**config.mk**
```make
export PLATFORM = sky130hd
export DESIGN_NAME = branch_predict_unit_flat
export DESIGN_NICKNAME = d
export VERILOG_FILES = /design/src/rtl/branch_predict_unit_if.sv /design/src/rtl/branch_predict_unit.sv /design/src/flat_wrapper.sv
export SDC_FILE = /design/constraint.sdc
export NUM_CORES = 1
export LEC_CHECK = 0
export CAP_MARGIN = 20
export CORE_UTILIZATION = 60
export DETAILED_ROUTE_END_ITERATION = 8
export DONT_BUFFER_PORTS = 1
export PLACE_DENSITY = 0.88
export SLEW_MARGIN = 20
export SYNTH_ARGS = -nofsm -noshare
export SYNTH_HDL_FRONTEND = slang
export SYNTH_SLANG_ARGS = --single-unit
```
**constraint.sdc**
```tcl
create_clock -name clk -period 5.4 [get_ports clk]
set_clock_uncertainty 0.05 [all_clocks]
set_input_delay 1.08 -clock clk [delete_from_list [all_inputs] [get_ports clk]]
set_output_delay 1.08 -clock clk [all_outputs]
set_load 0.05 [all_outputs]
```
**src/rtl/branch_predict_unit_if.sv**
```systemverilog
// rtl/branch_predict_unit_if.sv - fetch lookup and EX resolution signals of the branch predict unit
interface branch_predict_unit_if #(
    parameter int XLEN = 32
);
    logic [XLEN-1:0] f_pc;
    logic            f_pred_taken;
    logic [XLEN-1:0] ras_top;
    logic            ras_empty;
    logic            ex_valid;
    logic [XLEN-1:0] ex_pc;
    logic            Eq;
    logic            Gt;
    logic            isBeq;
    logic            isBgt;
    logic            isUBranch;
    logic            isCall;
    logic            isRet;
    logic            ex_pred_taken;
    logic [XLEN-1:0] op1;
    logic [XLEN-1:0] branchTarget;
    logic            isBranchTaken;
    logic [XLEN-1:0] branchPC;
    logic            mispredict;
    logic [31:0]     br_count;
    logic [31:0]     mp_count;

    modport master (
        output f_pc, ex_valid, ex_pc, Eq, Gt, isBeq, isBgt, isUBranch,
               isCall, isRet, ex_pred_taken, op1, branchTarget,
        input  f_pred_taken, ras_top, ras_empty, isBranchTaken, branchPC,
               mispredict, br_count, mp_count
    );

    modport slave (
        input  f_pc, ex_valid, ex_pc, Eq, Gt, isBeq, isBgt, isUBranch,
               isCall, isRet, ex_pred_taken, op1, branchTarget,
        output f_pred_taken, ras_top, ras_empty, isBranchTaken, branchPC,
               mispredict, br_count, mp_count
    );
endinterface

```
**src/rtl/branch_predict_unit.sv**
```systemverilog
// rtl/branch_predict_unit.sv - EX branch resolver with 2-bit BHT, return-address stack and perf counters
module branch_predict_unit #(
    parameter int XLEN        = 32,
    parameter int BHT_ENTRIES = 16,
    parameter int RAS_DEPTH   = 4
) (
    input logic                 clk,
    input logic                 rst_n,
    branch_predict_unit_if.slave bp
);
    localparam int IDX = $clog2(BHT_ENTRIES);
    localparam int PW  = $clog2(RAS_DEPTH);
    localparam int CW  = $clog2(RAS_DEPTH + 1);

    logic [1:0]      bht_q [BHT_ENTRIES];
    logic [1:0]      bht_d [BHT_ENTRIES];
    logic [XLEN-1:0] ras_q [RAS_DEPTH];
    logic [XLEN-1:0] ras_d [RAS_DEPTH];
    logic [PW-1:0]   ptr_q, ptr_d, ptr_m1;
    logic [CW-1:0]   cnt_q, cnt_d;
    logic [31:0]     br_q, br_d, mp_q, mp_d;

    logic [IDX-1:0]  f_idx, ex_idx;
    logic            eeq, egt, taken, mispred, cond;
    logic            do_push, do_pop, do_swap;
    logic [XLEN-1:0] ret_addr;

    // Only the word-index bits of either PC address the BHT
    logic unused_pc_bits;
    assign unused_pc_bits = ^{bp.f_pc[XLEN-1:IDX+2], bp.f_pc[1:0],
                              bp.ex_pc[XLEN-1:IDX+2], bp.ex_pc[1:0]};

    assign f_idx    = bp.f_pc[IDX+1:2];
    assign ex_idx   = bp.ex_pc[IDX+1:2];
    assign eeq      = bp.isBeq & bp.Eq;
    assign egt      = bp.isBgt & bp.Gt;
    assign taken    = bp.ex_valid & (bp.isUBranch | eeq | egt);
    assign mispred  = bp.ex_valid & (taken != bp.ex_pred_taken);
    assign cond     = bp.ex_valid & (bp.isBeq | bp.isBgt);
    assign ptr_m1   = ptr_q - PW'(1);
    assign ret_addr = bp.ex_pc + XLEN'(4);

    // Call+return on an empty stack has no entry to replace, so it pushes
    assign do_push = bp.ex_valid & bp.isCall & (~bp.isRet | (cnt_q == '0));
    assign do_pop  = bp.ex_valid & bp.isRet & ~bp.isCall & (cnt_q != '0);
    assign do_swap = bp.ex_valid & bp.isCall & bp.isRet & (cnt_q != '0);

    assign bp.isBranchTaken = taken;
    assign bp.branchPC      = bp.isRet ? bp.op1 : bp.branchTarget;
    assign bp.mispredict    = mispred;
    assign bp.f_pred_taken  = bht_q[f_idx][1];
    assign bp.ras_empty     = (cnt_q == '0);
    assign bp.ras_top       = (cnt_q == '0) ? '0 : ras_q[ptr_m1];
    assign bp.br_count      = br_q;
    assign bp.mp_count      = mp_q;

    always_comb begin
        bht_d = bht_q;
        if (cond) begin
            if (taken && bht_q[ex_idx] != 2'b11)
                bht_d[ex_idx] = bht_q[ex_idx] + 2'b01;
            else if (!taken && bht_q[ex_idx] != 2'b00)
                bht_d[ex_idx] = bht_q[ex_idx] - 2'b01;
        end
    end

    always_comb begin
        ras_d = ras_q;
        ptr_d = ptr_q;
        cnt_d = cnt_q;
        if (do_push) begin
            ras_d[ptr_q] = ret_addr;
            ptr_d        = ptr_q + PW'(1);
            if (cnt_q != CW'(RAS_DEPTH))
                cnt_d = cnt_q + CW'(1);
        end else if (do_pop) begin
            ptr_d = ptr_m1;
            cnt_d = cnt_q - CW'(1);
        end else if (do_swap) begin
            ras_d[ptr_m1] = ret_addr;
        end
    end

    always_comb begin
        br_d = br_q;
        mp_d = mp_q;
        if (cond && br_q != 32'hFFFF_FFFF)
            br_d = br_q + 32'd1;
        if (mispred && mp_q != 32'hFFFF_FFFF)
            mp_d = mp_q + 32'd1;
    end

    always_ff @(posedge clk or negedge rst_n) begin
        if (!rst_n) begin
            for (int i = 0; i < BHT_ENTRIES; i++)
                bht_q[i] <= 2'b01;
            for (int i = 0; i < RAS_DEPTH; i++)
                ras_q[i] <= '0;
            ptr_q <= '0;
            cnt_q <= '0;
            br_q  <= '0;
            mp_q  <= '0;
        end else begin
            bht_q <= bht_d;
            ras_q <= ras_d;
            ptr_q <= ptr_d;
            cnt_q <= cnt_d;
            br_q  <= br_d;
            mp_q  <= mp_d;
        end
    end
endmodule

```
**src/flat_wrapper.sv**
```systemverilog
// flat-port wrapper written by rule: the top's interface ports become plain ports
module branch_predict_unit_flat 
#(
    parameter int XLEN        = 32,
    parameter int BHT_ENTRIES = 16,
    parameter int RAS_DEPTH   = 4
)
  (clk, rst_n, bp_f_pc, bp_ex_valid, bp_ex_pc, bp_Eq, bp_Gt, bp_isBeq, bp_isBgt, bp_isUBranch, bp_isCall, bp_isRet, bp_ex_pred_taken, bp_op1, bp_branchTarget, bp_f_pred_taken, bp_ras_top, bp_ras_empty, bp_isBranchTaken, bp_branchPC, bp_mispredict, bp_br_count, bp_mp_count);
  branch_predict_unit_if #(.XLEN(XLEN)) bp_i ();
  input logic clk;
  input logic rst_n;
  input wire logic [$bits(bp_i.f_pc)-1:0] bp_f_pc;
  input wire logic [$bits(bp_i.ex_valid)-1:0] bp_ex_valid;
  input wire logic [$bits(bp_i.ex_pc)-1:0] bp_ex_pc;
  input wire logic [$bits(bp_i.Eq)-1:0] bp_Eq;
  input wire logic [$bits(bp_i.Gt)-1:0] bp_Gt;
  input wire logic [$bits(bp_i.isBeq)-1:0] bp_isBeq;
  input wire logic [$bits(bp_i.isBgt)-1:0] bp_isBgt;
  input wire logic [$bits(bp_i.isUBranch)-1:0] bp_isUBranch;
  input wire logic [$bits(bp_i.isCall)-1:0] bp_isCall;
  input wire logic [$bits(bp_i.isRet)-1:0] bp_isRet;
  input wire logic [$bits(bp_i.ex_pred_taken)-1:0] bp_ex_pred_taken;
  input wire logic [$bits(bp_i.op1)-1:0] bp_op1;
  input wire logic [$bits(bp_i.branchTarget)-1:0] bp_branchTarget;
  output wire logic [$bits(bp_i.f_pred_taken)-1:0] bp_f_pred_taken;
  output wire logic [$bits(bp_i.ras_top)-1:0] bp_ras_top;
  output wire logic [$bits(bp_i.ras_empty)-1:0] bp_ras_empty;
  output wire logic [$bits(bp_i.isBranchTaken)-1:0] bp_isBranchTaken;
  output wire logic [$bits(bp_i.branchPC)-1:0] bp_branchPC;
  output wire logic [$bits(bp_i.mispredict)-1:0] bp_mispredict;
  output wire logic [$bits(bp_i.br_count)-1:0] bp_br_count;
  output wire logic [$bits(bp_i.mp_count)-1:0] bp_mp_count;
  assign bp_i.f_pc = bp_f_pc;
  assign bp_i.ex_valid = bp_ex_valid;
  assign bp_i.ex_pc = bp_ex_pc;
  assign bp_i.Eq = bp_Eq;
  assign bp_i.Gt = bp_Gt;
  assign bp_i.isBeq = bp_isBeq;
  assign bp_i.isBgt = bp_isBgt;
  assign bp_i.isUBranch = bp_isUBranch;
  assign bp_i.isCall = bp_isCall;
  assign bp_i.isRet = bp_isRet;
  assign bp_i.ex_pred_taken = bp_ex_pred_taken;
  assign bp_i.op1 = bp_op1;
  assign bp_i.branchTarget = bp_branchTarget;
  assign bp_f_pred_taken = bp_i.f_pred_taken;
  assign bp_ras_top = bp_i.ras_top;
  assign bp_ras_empty = bp_i.ras_empty;
  assign bp_isBranchTaken = bp_i.isBranchTaken;
  assign bp_branchPC = bp_i.branchPC;
  assign bp_mispredict = bp_i.mispredict;
  assign bp_br_count = bp_i.br_count;
  assign bp_mp_count = bp_i.mp_count;
  branch_predict_unit #(.XLEN(XLEN), .BHT_ENTRIES(BHT_ENTRIES), .RAS_DEPTH(RAS_DEPTH)) u_core (.clk(clk), .rst_n(rst_n), .bp(bp_i));
endmodule
```
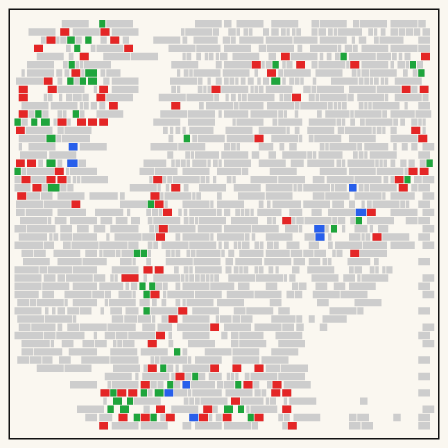
(images/logic_types.png)
[AND and OR gates] green | cells: 52 | where: all over the die
[XOR/XNOR gates] red | cells: 93 | where: all over the die
[AND-OR and OR-AND gates] blue | cells: 9

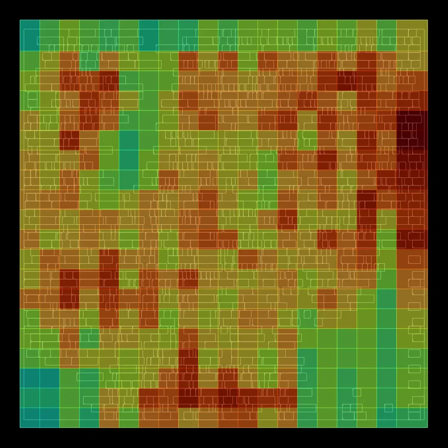
(images/congestion.png)
Total GRT Usage: 29.3%
met1 usage: 34.9%
met2 Resource Use GR: 50.6%
M3 GR Usage: 7.49%
Final Util: 68.6%

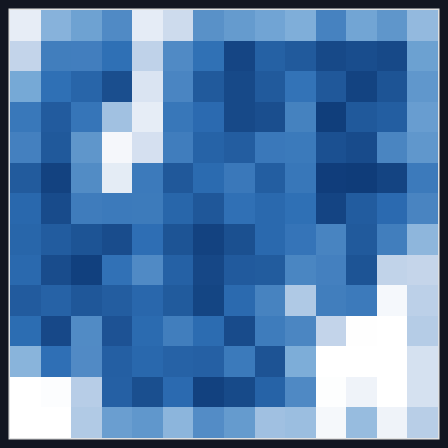
(images/cell_density.png)
14 x 14 tiles, from white (low) to dark blue (high), 0 to 100% covered.
emptiest ninth of the die: bottom right
mean over tiles: 63%
tiles over 75% full: 43%

==> metrics.cfg <==
[logic_synthesis]
ys_seq_elements = 229
yosys_area_mm2 = 0.0117
largest_area_cell = dfrtp_1
ff_type = dfrtp_1
xor_share_pct = 7.00
netlist_top_cells_count = 213 x dfrtp_1, 136 x nor2_1, 115 x a21oi_1, 86 x mux2_2, 51 x xnor2_1
ys_top_cells_by_area = dfrtp_1 45%, mux2_2 8.2%, mux4_2 8.2%, a21oi_1 4.9%, nor2_1 4.3%
synth-adder-area-share_pct = 1.38
syn_area_mm2 = 0.0117
edf_count = 0
yosys_cells = 1041
ys_types = 54
ys_sh_aoi_pct = 6.94
seq_area_frac_synth_pct = 49.0
syn_avg_cell_area_um2 = 11.3
async_reset_ff_share_pct = 100

[final_layout]
final_nets = 1208
nClkBuffers = 35
diodes = 7
clock_cell_area_share_pct = 6.22
layout_top_cell = dfrtp_1
largest_reg_flops = 128
fillers = 1339
comb_cells = 751
comb_area_share_pct = 44.3
fin_area_mm2 = 0.0130
regMostFlops = u_core.ras_q
drive_above_1_share_pct = 23.2

[grt]
grt_start_max_net_pins = 230

[run_status]
outcome = finished, final reports clean

[power]
power_leader = combinational cells
power_density_mw_per_mm2 = 675
seq_power_share_pct = 34.3
combPwrFrac_pct = 46.7
clkPwrFrac_pct = 19.0
pg_clk_uw = 1670

[floorplan]
coreArea_mm2 = 0.0190
die_y_um = 142

[sta]
drv_slew = 0
rsz0062_at_grt = no
max_freq_ghz = 0.234
fin_crit_sh_pct = 79.0
fin_ws_ns = 1.13
setup_viol = 0
fin_setup_tns_ns = 0

[setup_path]
cp_max_fo = 18
slowest_stage = ha_1
crit_top_cell = buf_4
path_buffers = 3
critPathLaunchType = flip-flop
cp-endpoint = bp_ras_top[27]

[clocking]
cts_resized = 0
cts_buffers = 25
cts_tree = built
clk_path_buf_depth = 3
clkLatencyLatePin_ns = 0.52

[routing]
viasPerCell = 6.33
drc_errors = 0
num_vias = 8474
topRoutingLayerUsed = met4
first_pass_iters = 5
avgRoutedWirePerCell_um = 21.8
wl_met1_um = 10600

[hold_path]
hold_path.class = input pin to async pin

[place]
hpwl_um = 19500
io_buffers = 0
placed_cells = 1289

[flow_run]
tool_warnings = 63

